<file path="src/rtl/dct_mac_array.sv">
// Multi-channel multiply-accumulate engine: one signed sample stream feeds NCH channels,
// each frame of NTAP samples yields a rounded, saturated result vector behind a valid/ready port.
module dct_mac_array #(
    parameter int DW    = 8,
    parameter int CW    = 12,
    parameter int NCH   = 8,
    parameter int NTAP  = 8,
    parameter int SHIFT = 4,
    parameter int RW    = 12
) (
    input  logic                  clk,
    input  logic                  rst,
    input  logic                  ena,
    input  logic                  s_valid,
    output logic                  s_ready,
    input  logic signed [DW-1:0]  s_data,
    input  logic                  s_first,
    input  logic [NCH*CW-1:0]     s_coef,
    output logic                  m_valid,
    input  logic                  m_ready,
    output logic [NCH*RW-1:0]     m_data,
    output logic [NCH-1:0]        m_ovf,
    output logic                  err_sync
);

    localparam int AW = DW + CW + $clog2(NTAP);
    localparam int PW = DW + CW;
    localparam int TW = $clog2(NTAP);
    localparam int EW = (RW > AW + 1) ? RW : AW + 1;

    localparam logic [TW-1:0]        TAP_LAST = TW'(NTAP - 1);
    localparam logic signed [EW-1:0] RND_BIAS =
        (SHIFT > 0) ? (EW'(1) << ((SHIFT > 0) ? SHIFT - 1 : 0)) : '0;
    localparam logic signed [EW-1:0] SAT_MAX  = {{(EW-RW+1){1'b0}}, {(RW-1){1'b1}}};
    localparam logic signed [EW-1:0] SAT_MIN  = {{(EW-RW+1){1'b1}}, {(RW-1){1'b0}}};
    localparam logic [RW-1:0]        OUT_MAX  = {1'b0, {(RW-1){1'b1}}};
    localparam logic [RW-1:0]        OUT_MIN  = {1'b1, {(RW-1){1'b0}}};

    logic [TW-1:0]        r_tap;
    logic signed [AW-1:0] r_acc [NCH];
    logic                 r_m_valid;
    logic [NCH*RW-1:0]    r_m_data;
    logic [NCH-1:0]       r_m_ovf;
    logic                 r_err_sync;

    logic                 w_last;
    logic                 w_accept;
    logic                 w_resync;
    logic                 w_clear;
    logic                 w_load;
    logic signed [AW-1:0] w_acc_next [NCH];
    logic [NCH*RW-1:0]    w_m_data_next;
    logic [NCH-1:0]       w_ovf_next;

    // Only the last tap must wait for the output register; earlier taps overlap a pending result.
    assign w_last   = (r_tap == TAP_LAST);
    assign s_ready  = ena & ~(w_last & r_m_valid & ~m_ready);
    assign w_accept = ena & s_valid & s_ready;
    assign w_resync = w_accept & s_first & (r_tap != '0);
    assign w_clear  = (r_tap == '0) | w_resync;
    assign w_load   = w_accept & w_last & ~w_resync;

    for (genvar i = 0; i < NCH; i++) begin : g_ch
        logic signed [CW-1:0] w_coef;
        logic signed [PW-1:0] w_prod;
        logic signed [EW-1:0] w_rnd;
        logic                 w_hi;
        logic                 w_lo;

        assign w_coef        = s_coef[i*CW +: CW];
        assign w_prod        = s_data * w_coef;
        assign w_acc_next[i] = (w_clear ? '0 : r_acc[i]) + {{(AW-PW){w_prod[PW-1]}}, w_prod};
        // Widened by one bit before the rounding bias so the add cannot wrap.
        assign w_rnd = ($signed({{(EW-AW){w_acc_next[i][AW-1]}}, w_acc_next[i]}) + RND_BIAS) >>> SHIFT;
        assign w_hi  = (w_rnd > SAT_MAX);
        assign w_lo  = (w_rnd < SAT_MIN);

        assign w_m_data_next[i*RW +: RW] = w_hi ? OUT_MAX : (w_lo ? OUT_MIN : w_rnd[RW-1:0]);
        assign w_ovf_next[i]             = w_hi | w_lo;
    end

    always_ff @(posedge clk) begin
        // NOTE: the accumulator array is reset explicitly because a reset must discard any partial frame.
        if (rst) begin
            r_tap <= '0;
            for (int i = 0; i < NCH; i++) r_acc[i] <= '0;
            r_m_valid  <= 1'b0;
            r_m_data   <= '0;
            r_m_ovf    <= '0;
            r_err_sync <= 1'b0;
        end else if (ena) begin
            // NOTE: non-blocking updates so every register sees pre-edge values of its neighbours.
            if (w_accept) begin
                for (int i = 0; i < NCH; i++) r_acc[i] <= w_acc_next[i];
                r_tap <= w_resync ? TW'(1) : (w_last ? '0 : r_tap + 1'b1);
                if (w_resync) r_err_sync <= 1'b1;
            end
            if (w_load) begin
                r_m_valid <= 1'b1;
                r_m_data  <= w_m_data_next;
                r_m_ovf   <= w_ovf_next;
            end else if (r_m_valid & m_ready) begin
                r_m_valid <= 1'b0;
            end
        end
    end

    assign m_valid  = r_m_valid;
    assign m_data   = r_m_data;
    assign m_ovf    = r_m_ovf;
    assign err_sync = r_err_sync;

endmodule

</file>
<file path="config.mk">
export PLATFORM = sky130hd
export DESIGN_NAME = dct_mac_array
export DESIGN_NICKNAME = d
export VERILOG_FILES = /design/src/rtl/dct_mac_array.sv
export SDC_FILE = /design/constraint.sdc
export NUM_CORES = 2
export LEC_CHECK = 0
export ABC_CLOCK_PERIOD_IN_PS = 27000
export CORE_MARGIN = 10
export CORE_UTILIZATION = 30
export CTS_CLUSTER_SIZE = 8
export DETAILED_ROUTE_END_ITERATION = 12
export PLACE_DENSITY = 0.49
export SYNTH_ARGS = -nofsm -noshare
export SYNTH_HDL_FRONTEND = slang
export SYNTH_SLANG_ARGS = --single-unit
</file>
<file path="constraint.sdc">
create_clock -name clk -period 27 [get_ports clk]
set_input_delay 4.05 -clock clk [delete_from_list [all_inputs] [get_ports clk]]
set_output_delay 4.05 -clock clk [all_outputs]
set_load 0.01 [all_outputs]
</file>
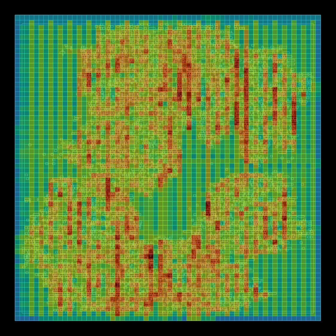
Figure 1: track usage over the die.
met3 GRT Util: 1.714%
met2 Usage GRT: 25.95%
routed len/inst: 17.64 µm

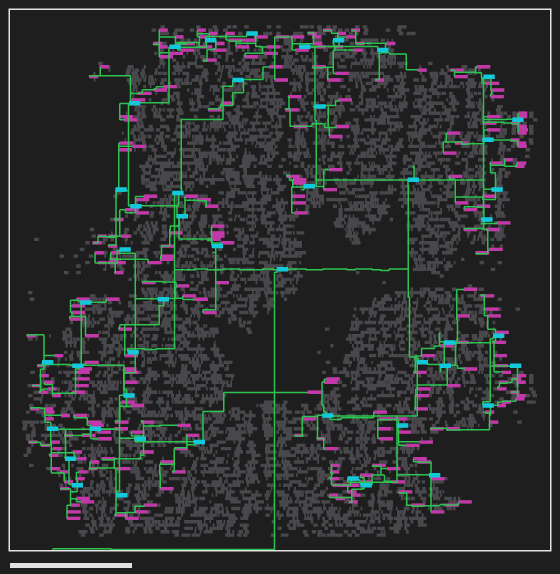
Figure 2: clock wires, drivers and flops.
Bar = 100 µm.
legend:
  magenta:
    item: flip-flops
    count: 293
  cyan:
    item: clock drivers
    count: 47
  green:
    item: clock wires
    length: 7120 µm
routed clock nets: 48
flops lie: spread over the die

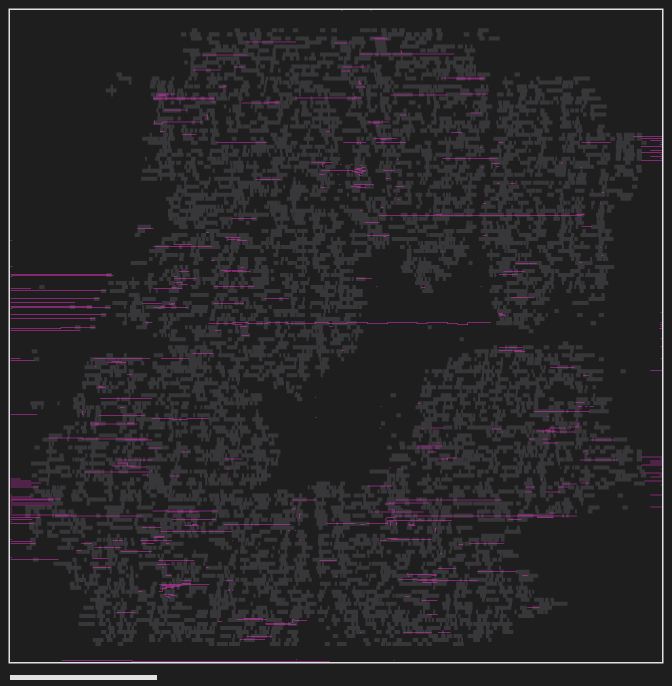
Figure 3: M3 wires.
Bar = 100 µm. Cells faint in the background.
longest straight run: 137 µm
main direction: horizontal
nets with wire on the layer: 302
share of all routed wire: 3.6%

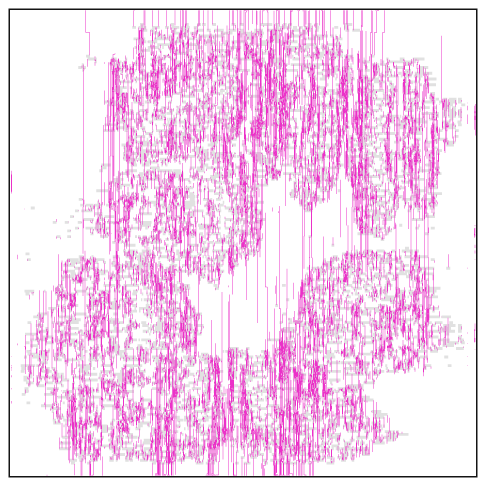
Figure 4: met2 routing.
Cells faint in the background.
share of all routed wire: 47%
wire length on this layer: 72.4 mm
main direction: vertical
nets with wire on the layer: 6176

==> worst register-to-register path, cell delays in order, from the launching register on <==
cell and delay, ns:
dfxtp_1 0.36, ha_1 0.17, ha_1 0.24, nand3b_1 0.18
a41oi_4 0.70, buf_4 0.61, buf_4 0.62, and2_1 0.23
ha_1 0.28, o21a_1 0.23, a2111oi_2 0.36, a311oi_1 0.16
or3b_4 0.46, a2111oi_4 0.25, and3_1 0.44, nand4_2 0.17
or3_1 0.36, or3b_1 0.41, a211oi_1 1.08, a221o_1 0.24
==> area by class of cell <==
type	instances	share of cell area (%)
antenna	19	0.07980
clock buffer	81	2.356
clock inverter	6	0.1176
inverter	950	5.989
multi-input combinational	4712	69.58
sequential	293	12.94
tap	2340	4.914
timing repair buffer	251	4.028
==> flip-flops by register name (all words and copies together), names as in the netlist <==
register  flops
r_acc       184
m_data       96
m_ovf         8
r_tap         3
err_sync      1
m_valid       1
==> synthesized netlist by cell type (86+ instances only) <==
| cell | number |
|---|---|
| a21o_1 | 115 |
| a21oi_1 | 268 |
| and2_1 | 724 |
| clkbuf_1 | 180 |
| dfxtp_1 | 109 |
| edfxtp_1 | 184 |
| fa_1 | 640 |
| ha_1 | 483 |
| inv_1 | 948 |
| nand2_1 | 398 |
| nand3_1 | 86 |
| nor2_1 | 401 |
| o21ai_0 | 137 |
| xnor2_1 | 263 |
| xor2_1 | 114 |
==> cells by family after synthesis <==
| group | count (synthesis) | share of synthesized area [%] |
|---|---|---|
| compound gates | 1104 | 14.58 |
| fa+ha+maj | 1123 | 35.26 |
| buf+inv | 1155 | 8.177 |
| flops | 293 | 14.41 |
| simple gates | 2074 | 20.63 |
| xor+xnor | 381 | 6.352 |
| mux | 30 | 0.5919 |
==> path summary, 6_finish.rpt <==
kind                                              start                       to  slack (ns)  cells after the start
worst max-delay path                          s_data[7]  m_data[90]$_SDFFE_PP0P_       13.81                     33
worst min-delay path            m_data[11]$_SDFFE_PP0P_  m_data[11]$_SDFFE_PP0P_        0.45                      2
worst max register to register    r_tap[0]$_SDFFE_PP0P_  m_data[90]$_SDFFE_PP0P_       19.37                     19
worst min register to register  m_data[11]$_SDFFE_PP0P_  m_data[11]$_SDFFE_PP0P_        0.45                      2
==> metrics by stage <==
step / std cells / utilization [%] / worst slack [ns] / cell area [µm²]
floorplan: 6160 / - / 14.94 / 53480
finish: 8652 / 33.72 / 13.81 / 59580
CTS: 8633 / 33.69 / 13.86 / 59530
global placement: 8546 / 32.86 / 13.23 / 58060
detailed placement: 8546 / 32.86 / 13.21 / 58060
global route: 8649 / 33.72 / 13.16 / 59570
==> per-layer routing <==
layer | up-vias | track usage, % | share of wire (%)
met2 | 722 | 25.95 | 47
li1 | 20760 | - | -
met4 | 0 | 4.848 | 2.6
met5 | - | 0 | 0
met3 | 174 | 1.714 | 3.6
met1 | 20870 | 20.52 | 46
==> results.ini <==
[place]
dp_hpwl_mm = 120.2
io_buffers = 216
place_congestion = 0.8456

[yosys]
syn-num-nets = 7393
synth.distinct_cells = 116
ys_seq_share_pct = 14.41
yosys_cells = 6160
yosysTopAreaCellShare_pct = 23.96
synth-main-ff-cell = edfxtp_1
edf_count = 184
yosys_warnings = 0
netlist_area_um2 = 53480
numSynthFlops = 293
largest_area_cell = fa_1
synthArstFlopShare_pct = 0
ys_area_um2 = 53480

[layout]
drive_gt1_share_pct = 3.130
final_net_count = 7488
n_fill_cell = 18500
mi_logic_area_um2 = 41460
mostFrequentLayoutCells = 948 x inv_1, 724 x and2_1, 640 x fa_1, 483 x ha_1
mostFrequentLayoutCell = inv_1
area_growth_pct = 11.41

[worst_setup_path]
cp_common_cell = a21oi_1
crit_path_top_delay_cell = a211oi_1
start_kind = input port
cp_num_buf_inv = 8
cp.arrival_ns = 13.75
cp-end-kind = flip-flop
required_ns = 27.56
crit_type = in2reg
crit_family = AND-OR/OR-AND gates

[routing]
drc_errors = 0
dr.pass1.iters = 6
drtIter0Drc = 2388
drtAntennaViolNets = 0
num_vias = 42530

[grt]
antenna_found_initial = 31
grt_max_degree = 65
overflow = 0
grtUsageTotal_pct = 15.38
grt_pass1_vias = 44040

[final_timing]
slew_headroom_pct = 12.45
rsz0062_at_grt = no
finalCritPeriodShare_pct = 48.84
clock.fmax_ghz = 0.07584
period_minus_slack_ns = 13.19
fin_skew_ns = 0.04177
hold_ws_ns = 0.4491
slew_violations = 0
hold_viol = 0
setup-tns-final_ns = 0

[clock_network]
post_cts_buffers = 0
insertion_delay_ns = 0.67
numCtsBuffers = 47
cts.repair.resized = 0
clkTransAtPathRegs_ns = 0.05
hold_buffers = 0
cts_tree = built
root_buffer = clkbuf_16
clkSinkCount = 293

[flow_run]
warnings = 27
cap_violations = 0

[floorplan]
fp-utilization_pct = 30.27
core_area_um2 = 176700
fp-row-count = 154
dieArea_um2 = 195600
die_h_um = 442.2

[min_path]
hold_class = reg2reg

[status]
status = completed

